[config.mk]
export PLATFORM = sky130hd
export DESIGN_NAME = fir_shift_add_pipe_flat
export DESIGN_NICKNAME = d
export VERILOG_FILES = /design/src/rtl/fir_shift_add_pipe_if.sv /design/src/rtl/fir_shift_add_pipe.sv /design/src/flat_wrapper.sv
export SDC_FILE = /design/constraint.sdc
export NUM_CORES = 1
export LEC_CHECK = 0
export CAP_MARGIN = 30
export CORE_MARGIN = 5
export CORE_UTILIZATION = 40
export DETAILED_ROUTE_END_ITERATION = 12
export SYNTH_ARGS = -nofsm -noshare
export SYNTH_HDL_FRONTEND = slang
export SYNTH_SLANG_ARGS = --single-unit
[constraint.sdc]
create_clock -name clk -period 4.5 [get_ports clk]
set_input_delay 1.125 -clock clk [delete_from_list [all_inputs] [get_ports clk]]
set_output_delay 1.125 -clock clk [all_outputs]
set_load 0.01 [all_outputs]
[src/rtl/fir_shift_add_pipe_if.sv]
// Sample-in / result-out handshake bundle for fir_shift_add_pipe.
// The filter takes the slave view; the producer/consumer side takes the master view.
interface fir_shift_add_pipe_if #(
    parameter int WIDTH = 16
);
    logic [WIDTH-1:0] in_data;
    logic             in_valid;
    logic             in_ready;
    logic [WIDTH-1:0] out_data;
    logic             out_valid;
    logic             out_ready;

    modport master (
        output in_data, in_valid, out_ready,
        input  in_ready, out_data, out_valid
    );

    modport slave (
        input  in_data, in_valid, out_ready,
        output in_ready, out_data, out_valid
    );
endinterface

[src/rtl/fir_shift_add_pipe.sv]
// Multiplierless shift-add FIR with a two-stage registered adder tree and a saturating output.
// Define FIR_APPROX_EN to make every tree adder approximate in its low APPROX_K bits.
module fir_shift_add_pipe #(
    parameter int                WIDTH    = 16,
    parameter int                TAPS     = 5,
    parameter logic [TAPS*4-1:0] SHIFTS   = {4'd1, 4'd2, 4'd3, 4'd4, 4'd5},
    parameter int                APPROX_K = 2
) (
    input logic               clk,
    input logic               rst,
    input logic               clr,
    fir_shift_add_pipe_if.slave bus
);
    localparam int IW = WIDTH + 4;
    localparam int H  = (TAPS + 1) / 2;

    if (TAPS < 2 || TAPS > 16) begin : g_bad_taps
        $error("fir_shift_add_pipe: TAPS out of range");
    end
    if (APPROX_K < 1 || APPROX_K > WIDTH - 1) begin : g_bad_k
        $error("fir_shift_add_pipe: APPROX_K out of range");
    end

    function automatic logic [IW-1:0] add_a(input logic [IW-1:0] a, input logic [IW-1:0] b);
`ifdef FIR_APPROX_EN
        logic [IW-1:0] r;
        // Low bits are a carry-free XOR; only the top low bit pair feeds a carry upward.
        r[APPROX_K-1:0]  = a[APPROX_K-1:0] ^ b[APPROX_K-1:0];
        r[IW-1:APPROX_K] = a[IW-1:APPROX_K] + b[IW-1:APPROX_K]
                         + (IW-APPROX_K)'(a[APPROX_K-1] & b[APPROX_K-1]);
        return r;
`else
        return a + b;
`endif
    endfunction

    logic [WIDTH-1:0] dly [TAPS-1];
    logic [IW-1:0]    term [TAPS];
    logic [IW-1:0]    sum_a, sum_b, pa, pb, y;
    logic             v1, out_valid_r, load2, accept;
    logic [WIDTH-1:0] out_data_r;

    // Tap 0 is the sample on the input this cycle; the register line holds the older ones.
    assign term[0] = {4'b0000, bus.in_data >> SHIFTS[3:0]};
    for (genvar g = 1; g < TAPS; g++) begin : g_term
        assign term[g] = {4'b0000, dly[g-1] >> SHIFTS[g*4 +: 4]};
    end

    always_comb begin
        sum_a = term[0];
        sum_b = term[H];
        for (int i = 1; i < TAPS; i++) begin
            if (i < H)
                sum_a = add_a(sum_a, term[i]);
            else if (i > H)
                sum_b = add_a(sum_b, term[i]);
        end
    end

    assign y        = add_a(pa, pb);
    assign load2    = !out_valid_r || bus.out_ready;
    assign bus.in_ready = !clr && (!v1 || load2);
    assign accept   = bus.in_valid && bus.in_ready;

    always_ff @(posedge clk or negedge rst) begin
        if (!rst) begin
            for (int i = 0; i < TAPS-1; i++) dly[i] <= '0;
            pa          <= '0;
            pb          <= '0;
            v1          <= 1'b0;
            out_valid_r <= 1'b0;
            out_data_r  <= '0;
        end else if (clr) begin
            for (int i = 0; i < TAPS-1; i++) dly[i] <= '0;
            pa          <= '0;
            pb          <= '0;
            v1          <= 1'b0;
            out_valid_r <= 1'b0;
            out_data_r  <= '0;
        end else begin
            if (accept) begin
                dly[0] <= bus.in_data;
                for (int i = 1; i < TAPS-1; i++) dly[i] <= dly[i-1];
                pa <= sum_a;
                pb <= sum_b;
            end
            if (!v1 || load2)
                v1 <= accept;
            if (load2) begin
                out_valid_r <= v1;
                if (v1)
                    out_data_r <= (|y[IW-1:WIDTH]) ? {WIDTH{1'b1}} : y[WIDTH-1:0];
            end
        end
    end

    assign bus.out_valid = out_valid_r;
    assign bus.out_data  = out_data_r;
endmodule

[src/flat_wrapper.sv]
// flat-port wrapper written by rule: the top's interface ports become plain ports
module fir_shift_add_pipe_flat 
#(
    parameter int                WIDTH    = 16,
    parameter int                TAPS     = 5,
    parameter logic [TAPS*4-1:0] SHIFTS   = {4'd1, 4'd2, 4'd3, 4'd4, 4'd5},
    parameter int                APPROX_K = 2
)
  (clk, rst, clr, bus_in_data, bus_in_valid, bus_out_ready, bus_in_ready, bus_out_data, bus_out_valid);
  fir_shift_add_pipe_if #(.WIDTH(WIDTH)) bus_i ();
  input logic clk;
  input logic rst;
  input logic clr;
  input wire logic [$bits(bus_i.in_data)-1:0] bus_in_data;
  input wire logic [$bits(bus_i.in_valid)-1:0] bus_in_valid;
  input wire logic [$bits(bus_i.out_ready)-1:0] bus_out_ready;
  output wire logic [$bits(bus_i.in_ready)-1:0] bus_in_ready;
  output wire logic [$bits(bus_i.out_data)-1:0] bus_out_data;
  output wire logic [$bits(bus_i.out_valid)-1:0] bus_out_valid;
  assign bus_i.in_data = bus_in_data;
  assign bus_i.in_valid = bus_in_valid;
  assign bus_i.out_ready = bus_out_ready;
  assign bus_in_ready = bus_i.in_ready;
  assign bus_out_data = bus_i.out_data;
  assign bus_out_valid = bus_i.out_valid;
  fir_shift_add_pipe #(.WIDTH(WIDTH), .TAPS(TAPS), .SHIFTS(SHIFTS), .APPROX_K(APPROX_K)) u_core (.clk(clk), .rst(rst), .clr(clr), .bus(bus_i));
endmodule
run_1/metal_stack.png
Scale bar: 50 um. Two of the layers only.
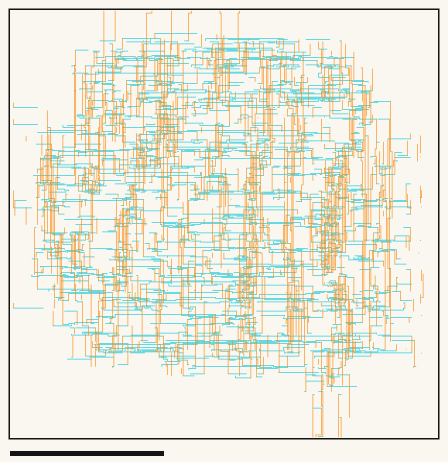
- cyan: met1 (wire length 7030 um)
- orange: met2 (wire length 7320 um)

run_1/pdn.png
Scale bar: 50 um. Pins as bars on the die edge.
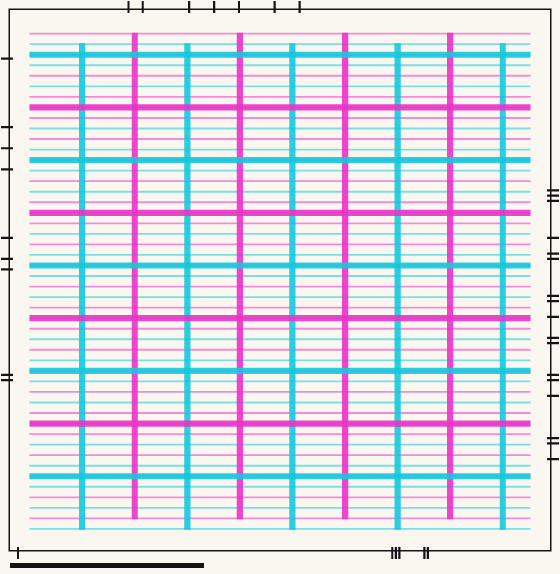
- magenta: VDD
- cyan: VSS
- met1 rails: 48
- met5 straps: 9

run_1/final_clocks.png
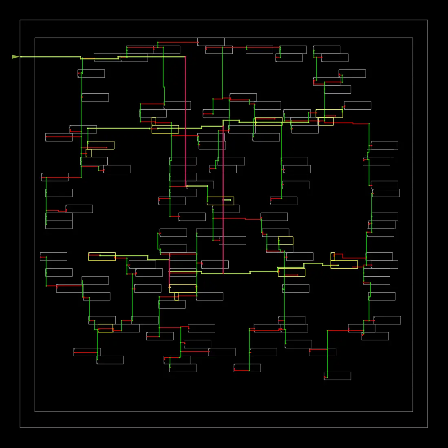
Clk Latency, worst-skew pair: 0.35 ns
# clock sinks: 108

run_1/met3.png
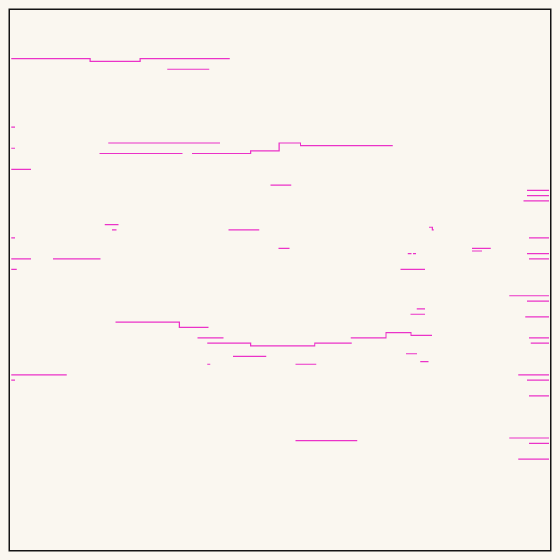
- nets with wire on the layer: 43
- wire length on this layer: 481 um
- longest straight run: 28.5 um
- main direction: horizontal
- share of all routed wire: 3.2%

==> results.json, run 1 <==
{
  "cp_data_arrival_time_ns": 4.50,
  "cts_tree": "yes",
  "irDropWorstVdd_mv": 0.1881,
  "design.core.area_um2": 16520,
  "cts_resized": 0,
  "drtIter0Drc": 255,
  "gr-usage-met3_pct": 3.465,
  "post_route_cells_drive_above_1_share_pct": 7.771,
  "grt_start_max_net_pins": 95,
  "crit_required_ns": 4.72,
  "num_vias": 5340,
  "synthArstFlopShare_pct": 100.0,
  "num_antenna_cells": 0,
  "top_logic_kind": "simple AND/OR/NAND/NOR gates",
  "hp-class": "register to register",
  "r2r-start": "u_core.dly[53]$_DFFE_PN0P_",
  "die_width_um": 139.4,
  "placed_cells": 989,
  "topCellsByArea": "dfrtp_1 (40%), ha_1 (9.9%), nand3b_1 (9.4%), nand2_1 (8.5%), o21ai_0 (3.4%)",
  "cts-buffers-inserted": 9,
  "synth_top_cell_by_area": "dfrtp_1",
  "dr.pass1.iters": 4,
  "drtAntennaViolNets": 0,
  "design.die.area_um2": 19430,
  "slew_headroom_pct": 42.78,
  "maxCapViolations": 0,
  "synth.most_common_cell": "nand2_1",
  "fa_ha_area_share_pct": 11.10,
  "hold_start": "u_core.bus.out_data[7]$_DFFE_PN0P_",
  "crit_type": "input pin to register",
  "viasPerCell": 5.313,
  "synth.distinct_cells": 59,
  "period_used_pct": 95.05,
  "final_max_slew_viol_count": 0,
  "utilization_pct": 46.73,
  "yosysTopAreaCellShare_pct": 40.36,
  "place_ws_ns": -0.2088,
  "warnings": 28,
  "synth_cells": 737,
  "die_h_um": 139.4,
  "setup_viol": 0,
  "path_depth": 17,
  "outcome": "completed",
  "pin_count": 39,
  "ys_seq_share_pct": 40.36,
  "leakagePower_uw": 0.003840,
  "start_kind": "input pin"
}
-- run 1: registers in the layout, summed over array words and instances, names as in the netlist --
signal,count
u_core.dly,60
u_core.bus.out_data,16
u_core.pb,16
u_core.pa,14
u_core.bus.out_valid,1
u_core.v1,1
-- run 1: layer usage --
layer,up-vias,share of wire [%]
met5,-,0
met4,0,0.97
met3,12,3.2
met2,75,49
met1,2575,47
li1,2678,-
-- run 1: layout make-up --
type / instances / area, um2 / share of cell area, %
Multi-Input combinational cell: 580 / 3832 / 49.63
Clock inverter: 1 / 5.005 / 0.06481
Sequential cell: 108 / 2703 / 35.00
Inverter: 17 / 63.81 / 0.8263
Tap cell: 220 / 275.3 / 3.564
Clock buffer: 15 / 277.8 / 3.597
Timing Repair Buffer: 64 / 565.5 / 7.323
-- run 1: power by group --
part	internal, uW	switching [uW]
logic	208	251
registers	1020	39.3
clock network	421	339
-- run 1: through the flow --
step	power, uW	TNS (ns)
after floorplan	1358	0
after global placement	1519	-0.3177
after detailed placement	1529	-0.7117
after CTS	2302	0
after global routing	2400	0
final	2276	0
-- run 1: worst reg2reg max path: stages, from the launching register on --
cell,delay (ns)
dfrtp_1,0.39
ha_1,0.27
a21o_1,0.19
a21oi_2,0.16
nor2b_1,0.08
or3_1,0.36
a41o_1,0.28
nor2_2,0.09
xnor2_1,0.16
ha_1,0.29
a21o_1,0.20
a211o_1,0.26
o21ai_0,0.07
a31oi_1,0.08
a21oi_1,0.18
xor2_1,0.15
o21ai_0,0.09
-- run 1: cells in the final DEF, fill, tap and decap left out, types with 19 or more instances in the layout --
cell,synthesis,layout
nand2_1,151,150
dfrtp_1,108,108
nand3b_1,84,84
ha_1,53,53
o21ai_0,46,44
a21oi_1,35,35
clkdlybuf4s50_1,0,35
nor2_1,32,31
buf_4,0,28
xnor2_1,19,19
run_1/met2.png
Scale bar: 50 um.
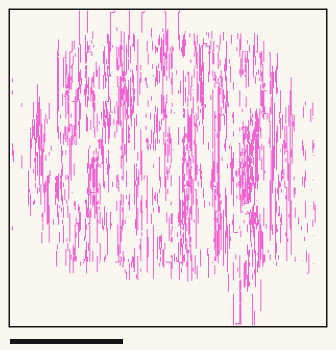

==> inputs of run 2 (changes only) <==
--- a/config.mk
+++ b/config.mk
@@ -6,9 +6,13 @@
 export NUM_CORES = 1
 export LEC_CHECK = 0
 export CAP_MARGIN = 30
+export CELL_PAD_IN_SITES_DETAIL_PLACEMENT = 1
+export CELL_PAD_IN_SITES_GLOBAL_PLACEMENT = 2
+export CORE_ASPECT_RATIO = 1.75
 export CORE_MARGIN = 5
-export CORE_UTILIZATION = 40
+export CORE_UTILIZATION = 26
 export DETAILED_ROUTE_END_ITERATION = 12
+export PLACE_DENSITY_LB_ADDON = 0.1
 export SYNTH_ARGS = -nofsm -noshare
 export SYNTH_HDL_FRONTEND = slang
 export SYNTH_SLANG_ARGS = --single-unit
run_2/met2.png
Scale bar: 50 um.
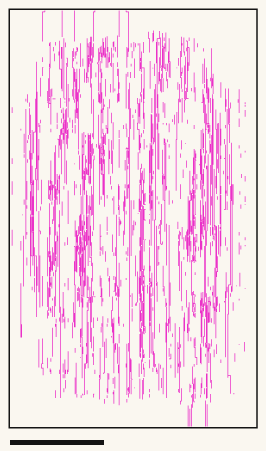
- share of all routed wire: 55%
- longest straight run: 165 um
- wire length on this layer: 10700 um
- nets with wire on the layer: 738

run_2/met3.png
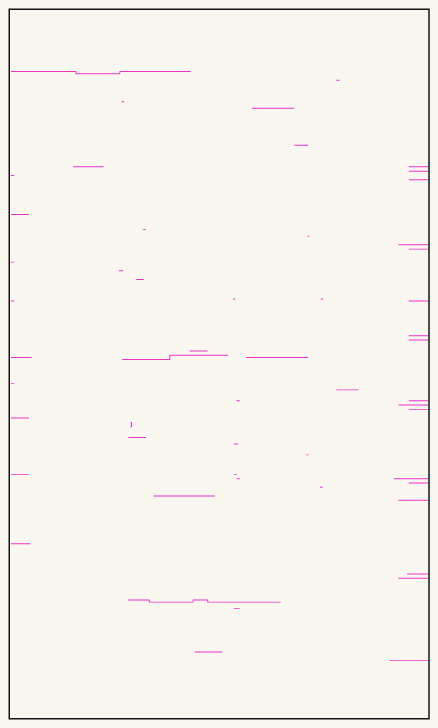
met3 usage: 1.856%
via count: 5461
DRT Wirelength: 19250 um

==> results.json, run 2 <==
{
  "outcome": "completed",
  "pwr-share-clk_pct": 34.2,
  "viasPerCell": 4.924,
  "largest-register": "u_core.dly",
  "crit_required_ns": 4.74,
  "cp_data_arrival_time_ns": 4.55,
  "drtAntennaViolNets": 0,
  "synth.most_common_cell": "nand2_1",
  "top_logic_kind": "simple AND/OR/NAND/NOR gates",
  "warnings": 28,
  "cts-buffers-inserted": 9,
  "synthArstFlopShare_pct": 100.0,
  "ys_seq_share_pct": 40.36,
  "tns_ns": 0,
  "hold_start": "u_core.bus.out_data[7]$_DFFE_PN0P_",
  "yosysTopAreaCellShare_pct": 40.36,
  "grt_start_max_net_pins": 95,
  "comb_area_um2": 3851,
  "p_int_uw": 1668,
  "layout_top_cell": "nand2_1"
}
run_2/pdn.png
Scale bar: 50 um. Pins as bars on the die edge.
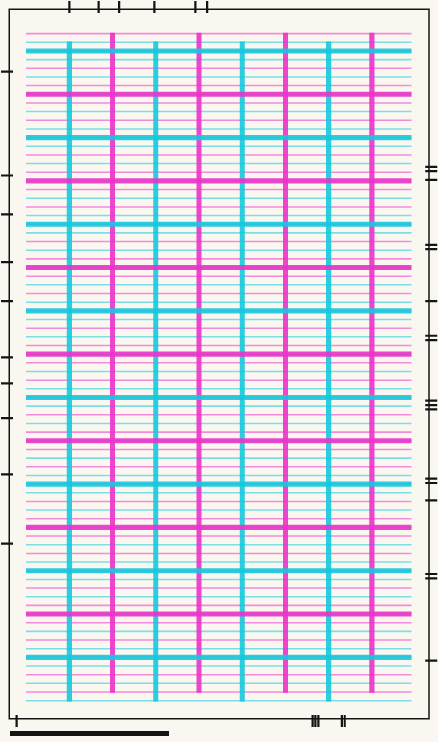
Die W: 131.3 um
CORE AREA: 25340 um2
height of the die: 222.3 um
VDD IR max: 0.1799 mV

## run 2: timing repair
| item | CTS | global route |
|---|---|---|
| setup buffers | 0 | 1 |
| resized | 1 | 10 |
| pin swaps | 1 | 5 |
| endpoints found under the setup margin | 2 | 6 |
## run 2: worst min-delay path: stages (launching register included)
cell and delay (ns):
dfrtp_1 0.34, nand2_1 0.05, nand2_1 0.05
## run 2: cell type report
| class | instances | area share, % |
|---|---|---|
| well taps | 316 | 4.960 |
| clock buffers | 9 | 2.825 |
| multi-input cells | 580 | 48.31 |
| repair buffers | 74 | 8.507 |
| clock inverters | 5 | 0.6906 |
| flip-flops and latches | 108 | 33.90 |
| inverters | 17 | 0.8005 |
## run 2: power groups by stage
stage	registers (uW)	logic [uW]	clock network (uW)
after floorplan	1060	294	0
after global placement	1070	486	0
after detailed placement	1080	495	0
after CTS	1060	501	859
after global routing	1060	562	887
final	1060	500	809
## run 2: logic make-up after synthesis
group                      count (synthesis)
muxes                                      2
DFF                                      108
AOI/OAI and AO/OA                        169
adders and majority gates                 57
buffers and inverters                     49
and+or+nand+nor                          315
xor gates and xnor gates                  37
## run 2: how the worst max path moves through the flow
stage               depth (start not counted)  slack, ns      startpoint                   endpoint
finish                                     18       0.19  bus_in_data[5]  u_core.pa[12]$_DFFE_PN0P_
global route                               18       0.02  bus_in_data[5]  u_core.pa[12]$_DFFE_PN0P_
CTS                                        19       0.05  bus_in_data[5]  u_core.pa[12]$_DFFE_PN0P_
detailed placement                         15      -0.35  bus_in_data[5]  u_core.pa[13]$_DFFE_PN0P_
global placement                           19      -0.30  bus_in_data[5]  u_core.pa[12]$_DFFE_PN0P_
floorplan                                  16       0.53  bus_in_data[6]  u_core.pa[12]$_DFFE_PN0P_
No activity file was given, so power comes from the tool's default toggle rates.
